<file path="src/rtl/pc_next_unit.sv">
// Program counter and next-fetch address generator: sequential, branch, J/JAL and JR targets.
// pc is registered; redirects captured under stall (last wins) and applied on the first free edge.
module pc_next_unit #(
  parameter int unsigned             ADDR_W     = 32,
  parameter int unsigned             IDX_W      = 26,
  parameter int unsigned             IMM_W      = 16,
  parameter logic [ADDR_W-1:0]       RESET_PC   = 32'h0040_0000,
  parameter int unsigned             DELAY_SLOT = 0
) (
  input  logic              clk,
  input  logic              rst_n,
  input  logic              stall,
  input  logic              redirect_valid,
  input  logic [1:0]        redirect_type,
  input  logic [ADDR_W-1:0] inst_pc,
  input  logic [IMM_W-1:0]  br_offset,
  input  logic [IDX_W-1:0]  j_index,
  input  logic [ADDR_W-1:0] jr_target,
  output logic [ADDR_W-1:0] pc,
  output logic [ADDR_W-1:0] pc_plus4,
  output logic              pend_valid,
  output logic              redirect_taken,
  output logic              misalign_err
);

  typedef enum logic [1:0] {RUN, SLOT, PEND} state_t;

  localparam logic [1:0] T_BR = 2'b00;
  localparam logic [1:0] T_J  = 2'b01;
  localparam logic [1:0] T_JR = 2'b10;
  localparam logic [ADDR_W-1:0] FOUR = {{(ADDR_W-3){1'b0}}, 3'd4};

  state_t            state;
  logic [ADDR_W-1:0] pend_target;
  logic [ADDR_W-1:0] seq_pc;
  logic [ADDR_W-1:0] br_disp;
  logic [ADDR_W-1:0] target;
  logic              req;
  logic              jr_bad;

  assign pc_plus4 = pc + FOUR;
  assign seq_pc   = inst_pc + FOUR;
  // Word offset sign-extended, then scaled to bytes.
  assign br_disp  = {{(ADDR_W-IMM_W-2){br_offset[IMM_W-1]}}, br_offset, 2'b00};
  assign req      = redirect_valid && (redirect_type != 2'b11);
  assign jr_bad   = redirect_valid && (redirect_type == T_JR) && (jr_target[1:0] != 2'b00);

  always_comb begin
    target = '0;
    case (redirect_type)
      T_BR:    target = seq_pc + br_disp;
      T_J:     target = {seq_pc[ADDR_W-1:IDX_W+2], j_index, 2'b00};
      T_JR:    target = {jr_target[ADDR_W-1:2], 2'b00};
      default: target = '0;
    endcase
  end

  always_ff @(posedge clk or negedge rst_n) begin
    if (!rst_n) begin
      state          <= RUN;
      pc             <= RESET_PC;
      pend_target    <= '0;
      pend_valid     <= 1'b0;
      redirect_taken <= 1'b0;
      misalign_err   <= 1'b0;
    end else begin
      misalign_err   <= jr_bad;
      redirect_taken <= 1'b0;
      if (stall) begin
        // pc frozen, but a redirect is still captured so it is not lost.
        if (req) begin
          pend_target <= target;
          pend_valid  <= 1'b1;
          if (state == RUN) state <= PEND;
        end
      end else begin
        case (state)
          RUN: begin
            if (req && DELAY_SLOT != 0) begin
              pc          <= pc_plus4;
              pend_target <= target;
              pend_valid  <= 1'b1;
              state       <= SLOT;
            end else if (req) begin
              pc             <= target;
              redirect_taken <= 1'b1;
              pend_valid     <= 1'b0;
            end else begin
              pc <= pc_plus4;
            end
          end
          SLOT: begin
            pc             <= req ? target : pend_target;
            redirect_taken <= 1'b1;
            pend_valid     <= 1'b0;
            state          <= RUN;
          end
          PEND: begin
            if (DELAY_SLOT != 0) begin
              pc          <= pc_plus4;
              pend_target <= req ? target : pend_target;
              state       <= SLOT;
            end else begin
              pc             <= req ? target : pend_target;
              redirect_taken <= 1'b1;
              pend_valid     <= 1'b0;
              state          <= RUN;
            end
          end
          default: state <= RUN;
        endcase
      end
    end
  end

endmodule
</file>
<file path="config.mk">
export PLATFORM = sky130hd
export DESIGN_NAME = pc_next_unit
export DESIGN_NICKNAME = d
export VERILOG_FILES = /design/src/rtl/pc_next_unit.sv
export SDC_FILE = /design/constraint.sdc
export NUM_CORES = 1
export LEC_CHECK = 0
export CAP_MARGIN = 10
export CELL_PAD_IN_SITES_DETAIL_PLACEMENT = 0
export CELL_PAD_IN_SITES_GLOBAL_PLACEMENT = 2
export CORE_MARGIN = 2
export CORE_UTILIZATION = 30
export CTS_BUF_LIST = sky130_fd_sc_hd__clkbuf_8 sky130_fd_sc_hd__clkbuf_16
export CTS_CLUSTER_DIAMETER = 200
export DETAILED_ROUTE_END_ITERATION = 16
export GPL_ROUTABILITY_DRIVEN = 0
export PLACE_DENSITY_LB_ADDON = 0.1
export SETUP_SLACK_MARGIN = 0.02
export SYNTH_ARGS = -nofsm -noshare
export SYNTH_HDL_FRONTEND = slang
export SYNTH_SLANG_ARGS = --single-unit
export TNS_END_PERCENT = 30
</file>
<file path="constraint.sdc">
create_clock -name clk -period 6.19 [get_ports clk]
set_clock_uncertainty 0.05 [all_clocks]
set_input_delay 1.5475 -clock clk [delete_from_list [all_inputs] [get_ports clk]]
set_output_delay 1.5475 -clock clk [all_outputs]
set_load 0.05 [all_outputs]
</file>
Figure 1. Track usage over the die.
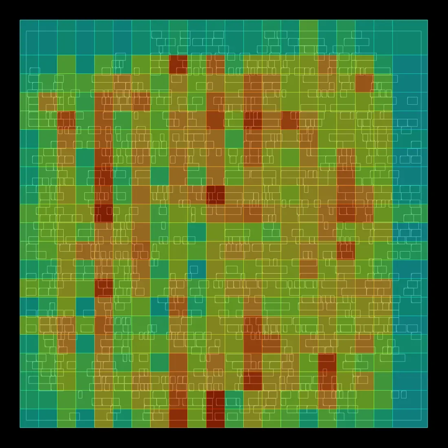
all-layer global routing usage: 0.203
met2 GRT Util: 0.334
Final Core Density: 0.418
GR Layer Usage met1: 0.288
GRT busiest layer: met2

Figure 2. Placed cells, one color a class.
(2 px per um) Fill, decap, tap and diode cells in gray.
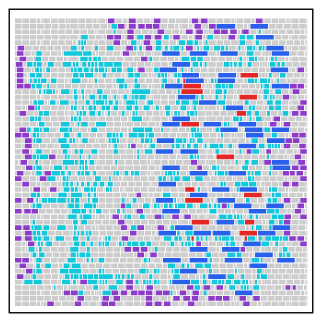
color	class	cells
blue	sequential cells	68
purple	remaining buffers and delay cells	189
red	clock drivers and dummy loads	16
cyan	combinational and other logic	689

Figure 3. Selected gate families.
(2 px per um)
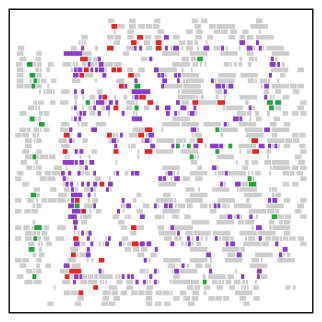
color	family	cells
purple	aoi and oai cells	198
red	non-inverting ao/oa cells	41
green	and/or cells	30

Figure 4. The metal 3 layer.
(3 px per um)
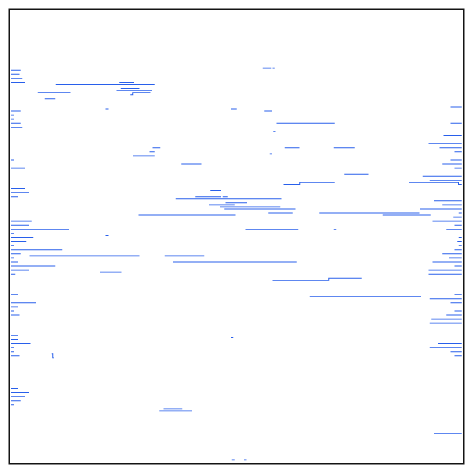
longest straight run	40.9 um
wire length on this layer	985 um
nets with wire on the layer	124
main direction	horizontal

Figure 5. Drive-strength map.
(2 px per um)
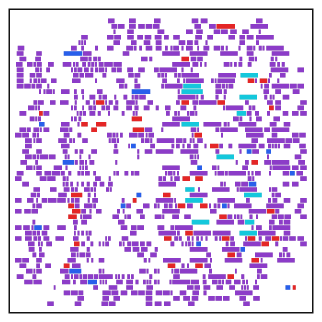
color	size	cells	share
red	_2 cells	43	4.5%
cyan	_6 and larger	13	1.4%
purple	_0 and _1 cells	887	92%
blue	_3 and _4 cells	19	2.0%

## cells in the mapped netlist (all sizes together) (13+ instances only)
cell / instances
nand2: 105
nor2: 70
dfrtp: 67
o21ai: 62
a21oi: 60
xnor2: 51
ha: 36
clkbuf: 33
nand3: 25
xor2: 23
inv: 22
mux2: 21
nand4: 19
mux2i: 18
a31oi: 14
a211oi: 13
a21o: 13
## cell type report
| type | count | area (um2) | area share |
|---|---|---|---|
| Clock buffer | 12 | 267 | 0.0302 |
| Multi-Input combinational cell | 667 | 4530 | 0.513 |
| Timing Repair Buffer | 189 | 1860 | 0.211 |
| Inverter | 22 | 82.6 | 0.00936 |
| Sequential cell | 68 | 1700 | 0.193 |
| Tap cell | 275 | 344 | 0.0390 |
| Clock inverter | 4 | 41.3 | 0.00468 |
## routing by layer
layer  vias to the layer above  global-route usage
li1                       3238                   -
met1                      3091               0.288
met2                       175               0.334
met3                        17              0.0184
met4                         0              0.0486
met5                         -                   0
## per-stage QoR
| step | util | hold slack (ps) | cell area (um2) |
|---|---|---|---|
| 2_1_floorplan | - | 391 | 6480 |
| 3_3_place_gp | 0.404 | 407 | 8520 |
| 3_5_place_dp | 0.404 | 412 | 8520 |
| 4_1_cts | 0.418 | 424 | 8820 |
| 5_1_grt | 0.418 | 457 | 8820 |
| 6_report | 0.418 | 417 | 8820 |
## critical path, stage by stage
cell	delay, ps
clkdlybuf4s50_1	530
ha_1	270
nand3_1	100
or3_4	370
or2_4	270
xnor2_1	130
ha_1	410
nand2_1	90
nor3_2	250
nor4b_2	270
o21ai_2	120
a31oi_2	280
o21ai_0	140
a32o_1	280
a21oi_1	300
o221ai_1	180
## power breakdown
part           switching, mW  internal [mW]
combinational          0.696          0.429
clock                  0.185          0.340
sequential            0.0919          0.529
total                  0.972           1.30
==> flow_summary.json <==
{
  "die_h_um": 151,
  "ys_sh_mux": 0.0643,
  "setup_violations": 0,
  "syn-num-nets": 948,
  "min_from": "pend_target[10]$_DFFE_PN0P_",
  "worst_setup_path_start_kind": "primary input",
  "port_buffers": 178,
  "fmax_mhz": 185,
  "path_class": "in2reg",
  "setup_tns_ps": 0,
  "outcome": "finished clean",
  "synth_seq_share": 0.263,
  "hold_buffers": 0,
  "num_antenna_cells": 0,
  "dp_slack_ps": 427,
  "most-common-layout-cells": "clkdlybuf4s50_1 (177), nand2_1 (105), nor2_1 (68)",
  "via_per_inst": 5.27,
  "cts-root-buf": "clkbuf_16",
  "synthTopCellsByArea": "dfrtp_1 (26%), ha_1 (7.0%), xnor2_1 (6.8%)",
  "hold_end": "pend_target[10]$_DFFE_PN0P_",
  "worstPathRequired_ps": 6320,
  "syn_area_um2": 6480,
  "slew_viol_final": 0,
  "rsz0062_at_grt": "false",
  "warning_count": 31,
  "grt_pass1_wl_um": 35800,
  "top_layer": "met4",
  "slew-limit-headroom": 0.394,
  "synthTopLogicFamily": "AND-OR/OR-AND gates",
  "ios": 179,
  "synth_top_area_share": 0.259,
  "clk_latency_ps": 330,
  "top_regs": "pc: 32 flops, pend_target: 32 flops",
  "reg2regPathDepth": 10,
  "synth-seq-cells": 68,
  "cts_resized": 0,
  "dieArea_um2": 22800,
  "cts_buffers": 9,
  "peakVddDrop_mv": 0.101,
  "p_leak_nw": 3.52,
  "cp_max_fo": 7,
  "areaGrowthSynthToFinish_pct": 36.2,
  "wl_met3_um": 985,
  "final_common_cell": "clkdlybuf4s50_1",
  "dp.cells": 1221,
  "hold_depth": 2,
  "ys_area_um2": 6480,
  "instances_no_fill": 1237,
  "cts_max_path_buffers": 2,
  "dr_wl_met2_um": 10700,
  "met1_length_um": 10900,
  "cts_sinks": 68,
  "nets": 1106,
  "maxCapViolCount": 0,
  "drc": 0,
  "adder_share": 0.0726,
  "core_area_um2": 21100,
  "finalHoldViolations": 0,
  "nFillCells": 2157,
  "power_density_nw_per_um2": 257,
  "wl_per_cell_um": 18.5,
  "die_x_um": 151
}
Power and IR drop assume default switching activity.
